Run 1, routing congestion:
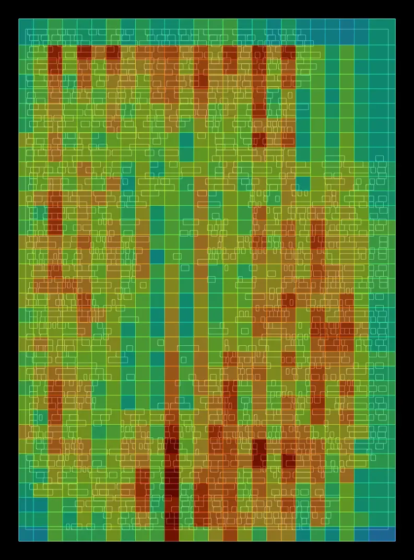
Run 1, sequential cells grouped by signal name:
The bar under the picture is 50 um long.
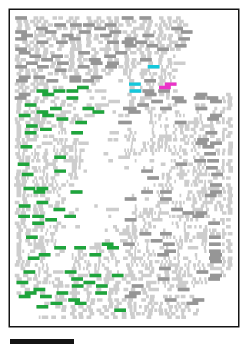
Run 1, routed metal, one colour a layer:
Two of the layers only.
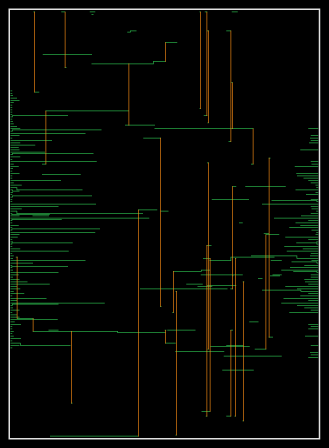
### src/rtl/lsu_dbus_ctrl_pkg.sv
// Shared types for the load/store unit and its dbus: access sizes, bus structs, LSU states.
package lsu_dbus_ctrl_pkg;

  typedef enum logic [2:0] {
    MSIZE1 = 3'd0,
    MSIZE2 = 3'd1,
    MSIZE4 = 3'd2,
    MSIZE8 = 3'd3
  } msize_t;

  typedef struct packed {
    logic        valid;
    logic [63:0] addr;
    msize_t      size;
    logic [7:0]  strobe;
    logic [63:0] data;
  } dbus_req_t;

  typedef struct packed {
    logic        data_ok;
    logic [63:0] data;
  } dbus_resp_t;

  typedef enum logic [1:0] {
    StIdle,
    StBusy,
    StDrain,
    StResp
  } lsu_state_t;

  function automatic logic [3:0] msize_bytes(msize_t size);
    case (size)
      MSIZE1:  return 4'd1;
      MSIZE2:  return 4'd2;
      MSIZE4:  return 4'd4;
      MSIZE8:  return 4'd8;
      default: return 4'd1;
    endcase
  endfunction

endpackage

### src/rtl/lsu_dbus_ctrl_if.sv
// Core-side op handshake plus dbus request/response bundled for the load/store unit.
interface lsu_dbus_ctrl_if;
  import lsu_dbus_ctrl_pkg::*;

  logic        req_valid;
  logic        req_ready;
  logic        req_store;
  msize_t      req_size;
  logic        req_unsigned;
  logic [63:0] req_addr;
  logic [63:0] req_wdata;
  logic        flush;
  logic        resp_valid;
  logic [63:0] resp_rdata;
  logic        resp_misalign;
  logic        resp_timeout;
  dbus_req_t   dreq;
  dbus_resp_t  dresp;

  // Drives ops and plays the bus (core + dbus side).
  modport master (
    output req_valid, req_store, req_size, req_unsigned, req_addr, req_wdata, flush, dresp,
    input  req_ready, resp_valid, resp_rdata, resp_misalign, resp_timeout, dreq
  );

  // The load/store unit itself.
  modport slave (
    input  req_valid, req_store, req_size, req_unsigned, req_addr, req_wdata, flush, dresp,
    output req_ready, resp_valid, resp_rdata, resp_misalign, resp_timeout, dreq
  );

endinterface

### src/rtl/lsu_lane_align.sv
// Byte-lane steering for a 64-bit data bus: store strobe/data shift and load extract/extend.
module lsu_lane_align
  import lsu_dbus_ctrl_pkg::*;
(
  input  msize_t      i_size,
  input  logic [2:0]  i_offset,
  input  logic        i_store,
  input  logic        i_unsigned,
  input  logic [63:0] i_wdata,
  input  logic [63:0] i_rdata,
  output logic [7:0]  o_strobe,
  output logic [63:0] o_wdata,
  output logic [63:0] o_rdata
);

  logic [5:0]  w_shamt;
  logic [7:0]  w_lane_mask;
  logic [63:0] w_rshift;
  logic        w_sext;

  assign w_shamt  = {i_offset, 3'b000};
  assign w_rshift = i_rdata >> w_shamt;
  assign o_wdata  = i_wdata << w_shamt;
  assign o_strobe = i_store ? (w_lane_mask << i_offset) : 8'h00;

  always_comb begin
    w_lane_mask = 8'hFF;
    w_sext      = 1'b0;
    o_rdata     = w_rshift;
    case (i_size)
      MSIZE1: begin
        w_lane_mask = 8'h01;
        w_sext      = ~i_unsigned & w_rshift[7];
        o_rdata     = {{56{w_sext}}, w_rshift[7:0]};
      end
      MSIZE2: begin
        w_lane_mask = 8'h03;
        w_sext      = ~i_unsigned & w_rshift[15];
        o_rdata     = {{48{w_sext}}, w_rshift[15:0]};
      end
      MSIZE4: begin
        w_lane_mask = 8'h0F;
        w_sext      = ~i_unsigned & w_rshift[31];
        o_rdata     = {{32{w_sext}}, w_rshift[31:0]};
      end
      default: ;
    endcase
  end

endmodule

### src/rtl/lsu_dbus_ctrl.sv
// Load/store unit: accepts one op per handshake, holds dreq until data_ok, returns extended data.
module lsu_dbus_ctrl
  import lsu_dbus_ctrl_pkg::*;
#(
  parameter int unsigned TIMEOUT_CYC = 0,
  parameter bit          RESP_REG    = 1'b1,
  parameter int unsigned CNT_W       = 16
) (
  input logic            clk,
  input logic            resetn,
  lsu_dbus_ctrl_if.slave bus
);

  localparam logic [CNT_W-1:0] TimeoutVal = CNT_W'(TIMEOUT_CYC);
  localparam bit               WdogEn     = (TIMEOUT_CYC != 0);

  lsu_state_t       r_state;
  logic             r_valid;
  logic [63:0]      r_addr;
  msize_t           r_size;
  logic             r_store;
  logic             r_unsigned;
  logic [63:0]      r_wdata;
  logic [CNT_W-1:0] r_cnt;
  logic             r_resp_misalign;
  logic             r_resp_timeout;
  logic [63:0]      r_resp_rdata;

  logic        w_accept;
  logic        w_req_misalign;
  logic [2:0]  w_req_mask;
  logic        w_data_ok;
  logic        w_timeout;
  logic [7:0]  w_strobe;
  logic [63:0] w_wdata_sh;
  logic [63:0] w_load_data;
  logic        w_fire;
  logic        w_misalign;
  logic        w_tmo;
  logic [63:0] w_rdata;
  logic        w_out_valid;
  logic        w_out_misalign;
  logic        w_out_timeout;
  logic [63:0] w_out_rdata;

  assign w_accept       = (r_state == StIdle) && bus.req_valid && !bus.flush;
  assign w_req_mask     = 3'(msize_bytes(bus.req_size) - 4'd1);
  assign w_req_misalign = (bus.req_addr[2:0] & w_req_mask) != 3'd0;
  assign w_data_ok      = bus.dresp.data_ok;
  assign w_timeout      = WdogEn && (r_cnt == TimeoutVal) && !w_data_ok;

  lsu_lane_align u_lane_align (
    .i_size     (r_size),
    .i_offset   (r_addr[2:0]),
    .i_store    (r_store),
    .i_unsigned (r_unsigned),
    .i_wdata    (r_wdata),
    .i_rdata    (bus.dresp.data),
    .o_strobe   (w_strobe),
    .o_wdata    (w_wdata_sh),
    .o_rdata    (w_load_data)
  );

  assign bus.dreq = '{valid: r_valid, addr: r_addr, size: r_size, strobe: w_strobe,
                      data: w_wdata_sh};

  // Completion event in the current cycle; flush here means nobody wants the answer.
  always_comb begin
    w_fire     = 1'b0;
    w_misalign = 1'b0;
    w_tmo      = 1'b0;
    w_rdata    = '0;
    case (r_state)
      StIdle: begin
        if (w_accept && w_req_misalign) begin
          w_fire     = 1'b1;
          w_misalign = 1'b1;
        end
      end
      StBusy: begin
        if (!bus.flush) begin
          if (w_data_ok) begin
            w_fire  = 1'b1;
            w_rdata = r_store ? '0 : w_load_data;
          end else if (w_timeout) begin
            w_fire = 1'b1;
            w_tmo  = 1'b1;
          end
        end
      end
      default: ;
    endcase
  end

  always_ff @(posedge clk or negedge resetn) begin
    if (!resetn) begin
      r_state         <= StIdle;
      r_valid         <= 1'b0;
      r_addr          <= '0;
      r_size          <= MSIZE1;
      r_store         <= 1'b0;
      r_unsigned      <= 1'b0;
      r_wdata         <= '0;
      r_cnt           <= '0;
      r_resp_misalign <= 1'b0;
      r_resp_timeout  <= 1'b0;
      r_resp_rdata    <= '0;
    end else begin
      r_resp_misalign <= w_misalign;
      r_resp_timeout  <= w_tmo;
      r_resp_rdata    <= w_rdata;
      case (r_state)
        StIdle: begin
          if (w_accept) begin
            if (w_req_misalign) begin
              if (RESP_REG) r_state <= StResp;
            end else begin
              r_state    <= StBusy;
              r_valid    <= 1'b1;
              r_addr     <= bus.req_addr;
              r_size     <= bus.req_size;
              r_store    <= bus.req_store;
              r_unsigned <= bus.req_unsigned;
              r_wdata    <= bus.req_wdata;
              r_cnt      <= '0;
            end
          end
        end
        StBusy: begin
          if (w_data_ok || w_timeout) begin
            r_valid <= 1'b0;
            if (RESP_REG && !bus.flush) r_state <= StResp;
            else                        r_state <= StIdle;
          end else if (bus.flush) begin
            // Bus op stays in flight; only its answer is dropped.
            r_state <= StDrain;
            r_cnt   <= '0;
          end else begin
            r_cnt <= r_cnt + CNT_W'(1);
          end
        end
        StDrain: begin
          if (w_data_ok || w_timeout) begin
            r_valid <= 1'b0;
            r_state <= StIdle;
          end else begin
            r_cnt <= r_cnt + CNT_W'(1);
          end
        end
        default: r_state <= StIdle;
      endcase
    end
  end

  always_comb begin
    if (RESP_REG) begin
      w_out_valid    = (r_state == StResp) && !bus.flush;
      w_out_misalign = r_resp_misalign;
      w_out_timeout  = r_resp_timeout;
      w_out_rdata    = r_resp_rdata;
    end else begin
      w_out_valid    = w_fire;
      w_out_misalign = w_misalign;
      w_out_timeout  = w_tmo;
      w_out_rdata    = w_rdata;
    end
  end

  assign bus.req_ready     = (r_state == StIdle);
  assign bus.resp_valid    = w_out_valid;
  assign bus.resp_misalign = w_out_valid & w_out_misalign;
  assign bus.resp_timeout  = w_out_valid & w_out_timeout;
  assign bus.resp_rdata    = w_out_valid ? w_out_rdata : '0;

endmodule
### src/flat_wrapper.sv
// flat-port wrapper written by rule: the top's interface ports become plain ports
module lsu_dbus_ctrl_flat import lsu_dbus_ctrl_pkg::*;
#(
  parameter int unsigned TIMEOUT_CYC = 0,
  parameter bit          RESP_REG    = 1'b1,
  parameter int unsigned CNT_W       = 16
)
  (clk, resetn, bus_req_valid, bus_req_store, bus_req_size, bus_req_unsigned, bus_req_addr, bus_req_wdata, bus_flush, bus_dresp, bus_req_ready, bus_resp_valid, bus_resp_rdata, bus_resp_misalign, bus_resp_timeout, bus_dreq);
  lsu_dbus_ctrl_if bus_i ();
  input logic clk;
  input logic resetn;
  input wire logic [$bits(bus_i.req_valid)-1:0] bus_req_valid;
  input wire logic [$bits(bus_i.req_store)-1:0] bus_req_store;
  input wire logic [$bits(bus_i.req_size)-1:0] bus_req_size;
  input wire logic [$bits(bus_i.req_unsigned)-1:0] bus_req_unsigned;
  input wire logic [$bits(bus_i.req_addr)-1:0] bus_req_addr;
  input wire logic [$bits(bus_i.req_wdata)-1:0] bus_req_wdata;
  input wire logic [$bits(bus_i.flush)-1:0] bus_flush;
  input wire logic [$bits(bus_i.dresp)-1:0] bus_dresp;
  output wire logic [$bits(bus_i.req_ready)-1:0] bus_req_ready;
  output wire logic [$bits(bus_i.resp_valid)-1:0] bus_resp_valid;
  output wire logic [$bits(bus_i.resp_rdata)-1:0] bus_resp_rdata;
  output wire logic [$bits(bus_i.resp_misalign)-1:0] bus_resp_misalign;
  output wire logic [$bits(bus_i.resp_timeout)-1:0] bus_resp_timeout;
  output wire logic [$bits(bus_i.dreq)-1:0] bus_dreq;
  assign bus_i.req_valid = bus_req_valid;
  assign bus_i.req_store = bus_req_store;
  assign bus_i.req_size = bus_req_size;
  assign bus_i.req_unsigned = bus_req_unsigned;
  assign bus_i.req_addr = bus_req_addr;
  assign bus_i.req_wdata = bus_req_wdata;
  assign bus_i.flush = bus_flush;
  assign bus_i.dresp = bus_dresp;
  assign bus_req_ready = bus_i.req_ready;
  assign bus_resp_valid = bus_i.resp_valid;
  assign bus_resp_rdata = bus_i.resp_rdata;
  assign bus_resp_misalign = bus_i.resp_misalign;
  assign bus_resp_timeout = bus_i.resp_timeout;
  assign bus_dreq = bus_i.dreq;
  lsu_dbus_ctrl #(.TIMEOUT_CYC(TIMEOUT_CYC), .RESP_REG(RESP_REG), .CNT_W(CNT_W)) u_core (.clk(clk), .resetn(resetn), .bus(bus_i));
endmodule
### config.mk
export PLATFORM = sky130hd
export DESIGN_NAME = lsu_dbus_ctrl_flat
export DESIGN_NICKNAME = d
export VERILOG_FILES = /design/src/rtl/lsu_dbus_ctrl_pkg.sv /design/src/rtl/lsu_dbus_ctrl_if.sv /design/src/rtl/lsu_lane_align.sv /design/src/rtl/lsu_dbus_ctrl.sv /design/src/flat_wrapper.sv
export SDC_FILE = /design/constraint.sdc
export NUM_CORES = 1
export LEC_CHECK = 0
export CAP_MARGIN = 40
export CELL_PAD_IN_SITES_DETAIL_PLACEMENT = 1
export CELL_PAD_IN_SITES_GLOBAL_PLACEMENT = 2
export CORE_ASPECT_RATIO = 1.4
export CORE_MARGIN = 3
export CORE_UTILIZATION = 28
export DETAILED_ROUTE_END_ITERATION = 10
export MAX_ROUTING_LAYER = met4
export PLACE_DENSITY = 0.78
export SYNTH_ARGS = -nofsm -noshare
export SYNTH_HDL_FRONTEND = slang
export SYNTH_SLANG_ARGS = --single-unit
export TNS_END_PERCENT = 30
### constraint.sdc
create_clock -name clk -period 6 [get_ports clk]
set_clock_uncertainty 0.05 [all_clocks]
set_input_delay 1.2 -clock clk [delete_from_list [all_inputs] [get_ports clk]]
set_output_delay 1.2 -clock clk [all_outputs]
set_load 0.01 [all_outputs]
==> run summary, run 1 <==
Cycle use final: 0.750
Max-cap violations: 0
Maximum clock insertion buffer count: 3
Area leader, netlist: dfrtp_1
Clock sinks: 201
Leak: 7.02 nW
Comb power frac: 0.580
RSZ-0062 raised after global routing: no
Log Warnings: 32
Global route total overflow: 0
Yosys simple share: 0.130
Clk root buf: clkbuf_16
Measured slew at the worst slew-check pin: 0.835 ns
DRC Markers: 0
Status: finished clean
Critical R2R Capture: u_core.r_resp_rdata[58]
CP Class: flip-flop to primary output
Max_slew headroom: 0.443
HPWL Detailed: 34100 um
Crit path capture type: primary output
## Picture notes: 'routing congestion'
global routing usage on met3: 0.0433
met2 usage: 0.363

## Picture notes: 'sequential cells grouped by signal name'
Key: magenta = `u_core.r_state` [flops 2]; cyan = `u_core.r_size` [flops 3]; green = `u_core.r_wdata` [flops 64]

## Picture notes: 'routed metal, one colour a layer'
Key: green = metal 3 [wire length 2940 um]; orange = metal 4 [wire length 1600 um]

==> run 1: per-layer routing <==
layer	global-route usage	wire (um)	vias up
met5	-	0	-
met4	0.0747	1600	0
met3	0.0433	2940	59
met2	0.363	23900	305
met1	0.240	17700	4855
li1	-	-	4447
==> run 1: stage by stage <==
stage	worst slack, ns	instances	instance area, um2	total power, W	hold WS (ns)
floorplan	2.77	1047	11600	0.00535	0.425
global placement	1.47	1909	16000	0.00758	0.436
detailed placement	1.82	1915	16100	0.00772	0.443
CTS	1.43	1957	16900	0.00929	0.457
global route	1.29	1959	16900	0.00978	0.465
finish	1.50	1961	16900	0.00914	0.454
==> run 1: sequential cells by signal (all words and copies together) (netlist names) <==
signal and cells:
u_core.r_store 1, u_core.r_wdata 64, u_core.r_size 3, u_core.r_state 2, u_core.r_resp_misalign 1, u_core.r_addr 64
u_core.r_valid 1, u_core.r_resp_rdata 64, u_core.r_unsigned 1
==> run 1: how the worst max path moves through the flow <==
stage	to	slack, ns	cells past startpoint
floorplan	bus_resp_rdata[14]	2.77	4
global placement	bus_resp_rdata[16]	1.47	4
detailed placement	bus_resp_rdata[32]	1.82	5
CTS	bus_dreq[69]	1.43	5
global route	bus_dreq[69]	1.29	5
finish	bus_dreq[69]	1.50	5
==> run 1: power groups by stage <==
| stage | Combinational, W | Clock (W) | Sequential [W] |
|---|---|---|---|
| finish | 0.00530 | 0.00148 | 0.00236 |
| global route | 0.00575 | 0.00159 | 0.00244 |
| CTS | 0.00539 | 0.00154 | 0.00237 |
| detailed placement | 0.00533 | 0 | 0.00239 |
| global placement | 0.00522 | 0 | 0.00236 |
| floorplan | 0.00312 | 0 | 0.00224 |
==> run 1: cell type report <==
cell class,instances,area [um2]
multi-input cells,733,5990
well taps,534,668
fillers,4433,23700
diodes,4,10.0
clock buffers,33,674
repair buffers,428,4320
inverters,19,71.3
clock inverters,9,110
flip-flops and latches,201,5040
==> run 1: cells in the final DEF (no fill, tap or decap), types with 5 or more instances in the layout <==
cell type | Yosys | routed
mux2i_1 | 48 | 48
clkdlybuf4s50_1 | 0 | 407
nor2_1 | 48 | 48
or2_2 | 5 | 5
clkbuf_1 | 46 | 5
buf_4 | 9 | 12
o21ai_0 | 54 | 54
mux4_2 | 34 | 34
mux2_2 | 182 | 182
nor3_2 | 10 | 10
clkbuf_8 | 0 | 5
o22ai_1 | 21 | 21
clkbuf_16 | 0 | 24
o21a_1 | 5 | 5
dfrtp_1 | 201 | 198
and2_1 | 84 | 84
clkinv_2 | 0 | 5
nand2_1 | 64 | 64
nor3_1 | 7 | 7
and3_1 | 29 | 29
nor2b_1 | 10 | 8
a211oi_1 | 10 | 10
o2bb2ai_1 | 6 | 6
inv_1 | 18 | 18
a21oi_1 | 70 | 70
==> run 1: worst max-delay path: cells and delay by family, from the launching register on <==
| kind | cells | cell delay (ns) |
|---|---|---|
| AND-OR/OR-AND | 1 | 0.17 |
| buffers and inverters | 3 | 1.67 |
| flip-flops | 1 | 0.63 |
| AND/OR/NAND/NOR | 1 | 0.21 |
Run 1, gate families picked out:
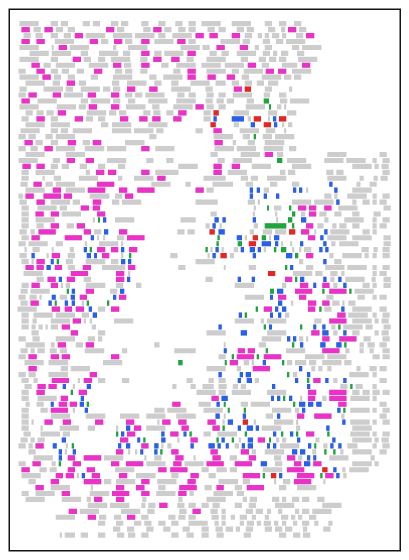

==> run 2, diff against run 1 <==
clock period = 4.2 ns   (was 6 ns; I/O delays follow)
Run 2, gate families picked out:
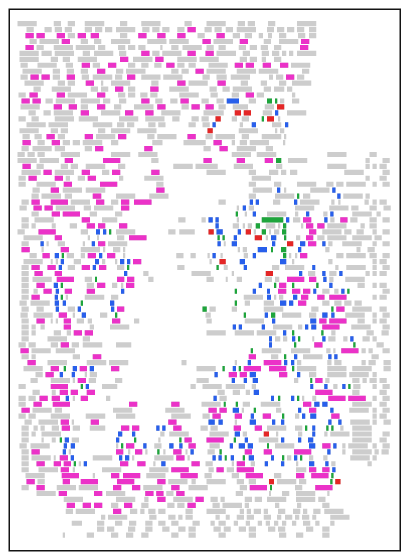
Key: magenta = mux cells [cells 264, most used mux2_2, where widely spread]; green = nand cells [cells 75, most used nand2_1]; red = non-inverting ao/oa cells [cells 15, most used o21a_1]; blue = aoi and oai cells [cells 174, most used a21oi_1]

==> run 2 against run 1 <==
- area after synthesis did not move
- die area unchanged
- worst setup slack worse by 1.1 ns
- largest cell class unchanged
- highest routed layer unchanged
- cell count increased by 0.36%
==> run summary, run 2 <==
Cycle use final: 0.903
Max-cap violations: 0 (unchanged)
Design Area, Final: 16900 um2 (about the same)
Measured slew at the worst slew-check pin: 0.830 ns (-0.00470 ns)
Top logic cells by instance count in the layout: clkdlybuf4s50_1 (407), dfrtp_1 (198), mux2_2 (182)
DRC Markers: 0 (unchanged)
P_int: 0.00776 W
Crit path capture type: primary output
H-tree Lvls: 1
Global route total overflow: 0 (unchanged)
Area leader, netlist: dfrtp_1
Seq pwr share: 0.261
Clock sinks: 201 (unchanged)
HPWL Detailed: 34000 um (-0.21%)
Final #Nets: 1618
Area share of the largest cell type after synthesis: 0.433
Fin Hold WS: 0.219 ns (-0.235 ns)
Maximum clock insertion buffer count: 3 (unchanged)
Seq/Total Area, Yosys: 0.433
Top flop regs: u_core.r_addr: 64 flops, u_core.r_resp_rdata: 64 flops, u_core.r_wdata: 64 flops
Synth Net Count: 1253
DP Area: 16100 um2 (+0.18%)
Max_slew headroom: 0.446 (+0.00313)
Total power: 0.0130 W (+42%)
I/O pin count: 410
Arrival time worst endpoint: 2.90 ns
Status: finished clean
Period minus WS final: 3.79 ns
RSZ-0062 raised after global routing: no
Post-synthesis register bit count: 201
Layout area overhead: 45.4%
Die height: 247 um
Commonest Layout Cell: clkdlybuf4s50_1
Leak: 7.03 nW (+0.14%)
Log Warnings: 29 (-9.4%)
Pwr/cell area: 767 nW/um2
Yosys warning tally: 0
WL per Instance: 23.1 um
CTS tree: yes
Comb power frac: 0.583 (+0.003)
Clk root buf: clkbuf_16
Share of cells above drive strength 1: 0.215
FP Util: 0.286
Final setup violation count: 0
# fillers: 4437 (+0.090%)
CP Class: flip-flop to primary output
Run 2, signal wires on met4:
The bar under the picture is 50 um long.
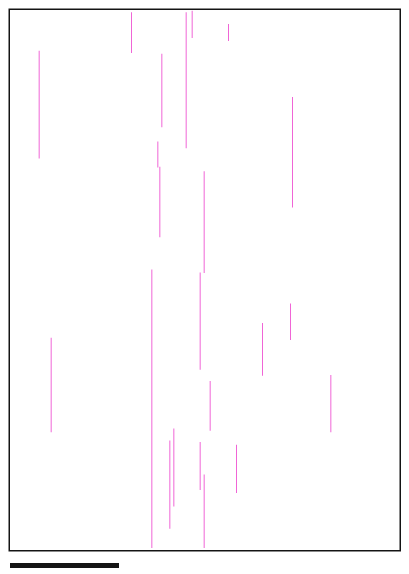
The wires run mostly vertical. The longest straight run is 127 um. The layer holds 1.7% of the routed length. 13 nets have wire on it. The layer carries 777 um of wire.

[run 2: netlist changes by cell type in the layout (fill, tap and decap cells not counted), moves of 2 or more]
cell and change:
buf_8 -3, clkbuf_1 +2, buf_4 +7, clkbuf_8 +3
bufinv_16 -2, buf_12 +3
[run 2: power groups by stage]
stage	logic (W)	clock network, W	registers (W)
after floorplan	0.00445	0	0.00319
after global placement	0.00755	0	0.00339
after detailed placement	0.00760	0	0.00342
after CTS	0.00767	0.00210	0.00340
after global routing	0.00818	0.00217	0.00350
final	0.00755	0.00202	0.00338
[run 2: routing by layer]
layer / track usage / routed length, um / vias to the layer above
met5: - / 0 / -
met4: 0.0476 / 777 / 0
met3: 0.0450 / 2820 / 47
met2: 0.376 / 24700 / 288
met1: 0.227 / 17200 / 4865
li1: - / - / 4461
[run 2: cell type report]
cell class,count,area [um2],share of cell area
Timing Repair Buffer,433,4350,0.258
Multi-Input combinational cell,733,5990,0.355
Clock inverter,5,36.3,0.00215
Tap cell,534,668,0.0396
Inverter,19,71.3,0.00422
Sequential cell,201,5040,0.298
Antenna cell,5,12.5,0.000741
Clock buffer,38,723,0.0428
[run 2: worst paths after layout]
| kind | startpoint | endpoint | slack (ns) | cells past startpoint |
|---|---|---|---|---|
| setup / recovery | u_core.r_addr[0] | bus_dreq[61] | 0.41 | 6 |
| hold / removal | resetn | u_core.r_wdata[50] | 0.22 | 1 |
| setup reg to reg | u_core.r_addr[1] | u_core.r_resp_rdata[42] | 0.95 | 8 |
| hold reg to reg | u_core.r_addr[16] | u_core.r_addr[16] | 0.45 | 1 |
| max in group asynchronous | resetn | u_core.r_addr[2] | 3.02 | 2 |
| min in group clk | u_core.r_addr[16] | u_core.r_addr[16] | 0.45 | 1 |
[run 2: logic make-up (layout without fill, tap and decap cells)]
kind of cell    count (synthesis)  count (layout)  synth area share
simple gates                  275             275             0.130
mux                           264             264             0.284
flops                         201             201             0.433
compound gates                189             189            0.0962
buf+inv                       113             495            0.0526
fa+ha+maj                       4               4           0.00431
other cells                     1               6          0.000323
[run 2: per-stage QoR]
stage                      util  worst slack [ns]  std cells
after floorplan               -              1.49       1047
after global placement    0.397             0.702       1920
after detailed placement  0.397             0.621       1920
after CTS                 0.416             0.255       1963
after global routing      0.416             0.206       1968
final                     0.416             0.409       1968
[run 2: worst max-delay path, stage by stage (launching register included)]
cell and delay [ns]:
dfrtp_4 0.72, buf_12 0.26, mux2_2 0.37, nor2_1 0.11, a21oi_1 0.08, mux2_2 0.29
clkdlybuf4s50_1 0.51
Power is estimated from default activity; no workload was simulated.
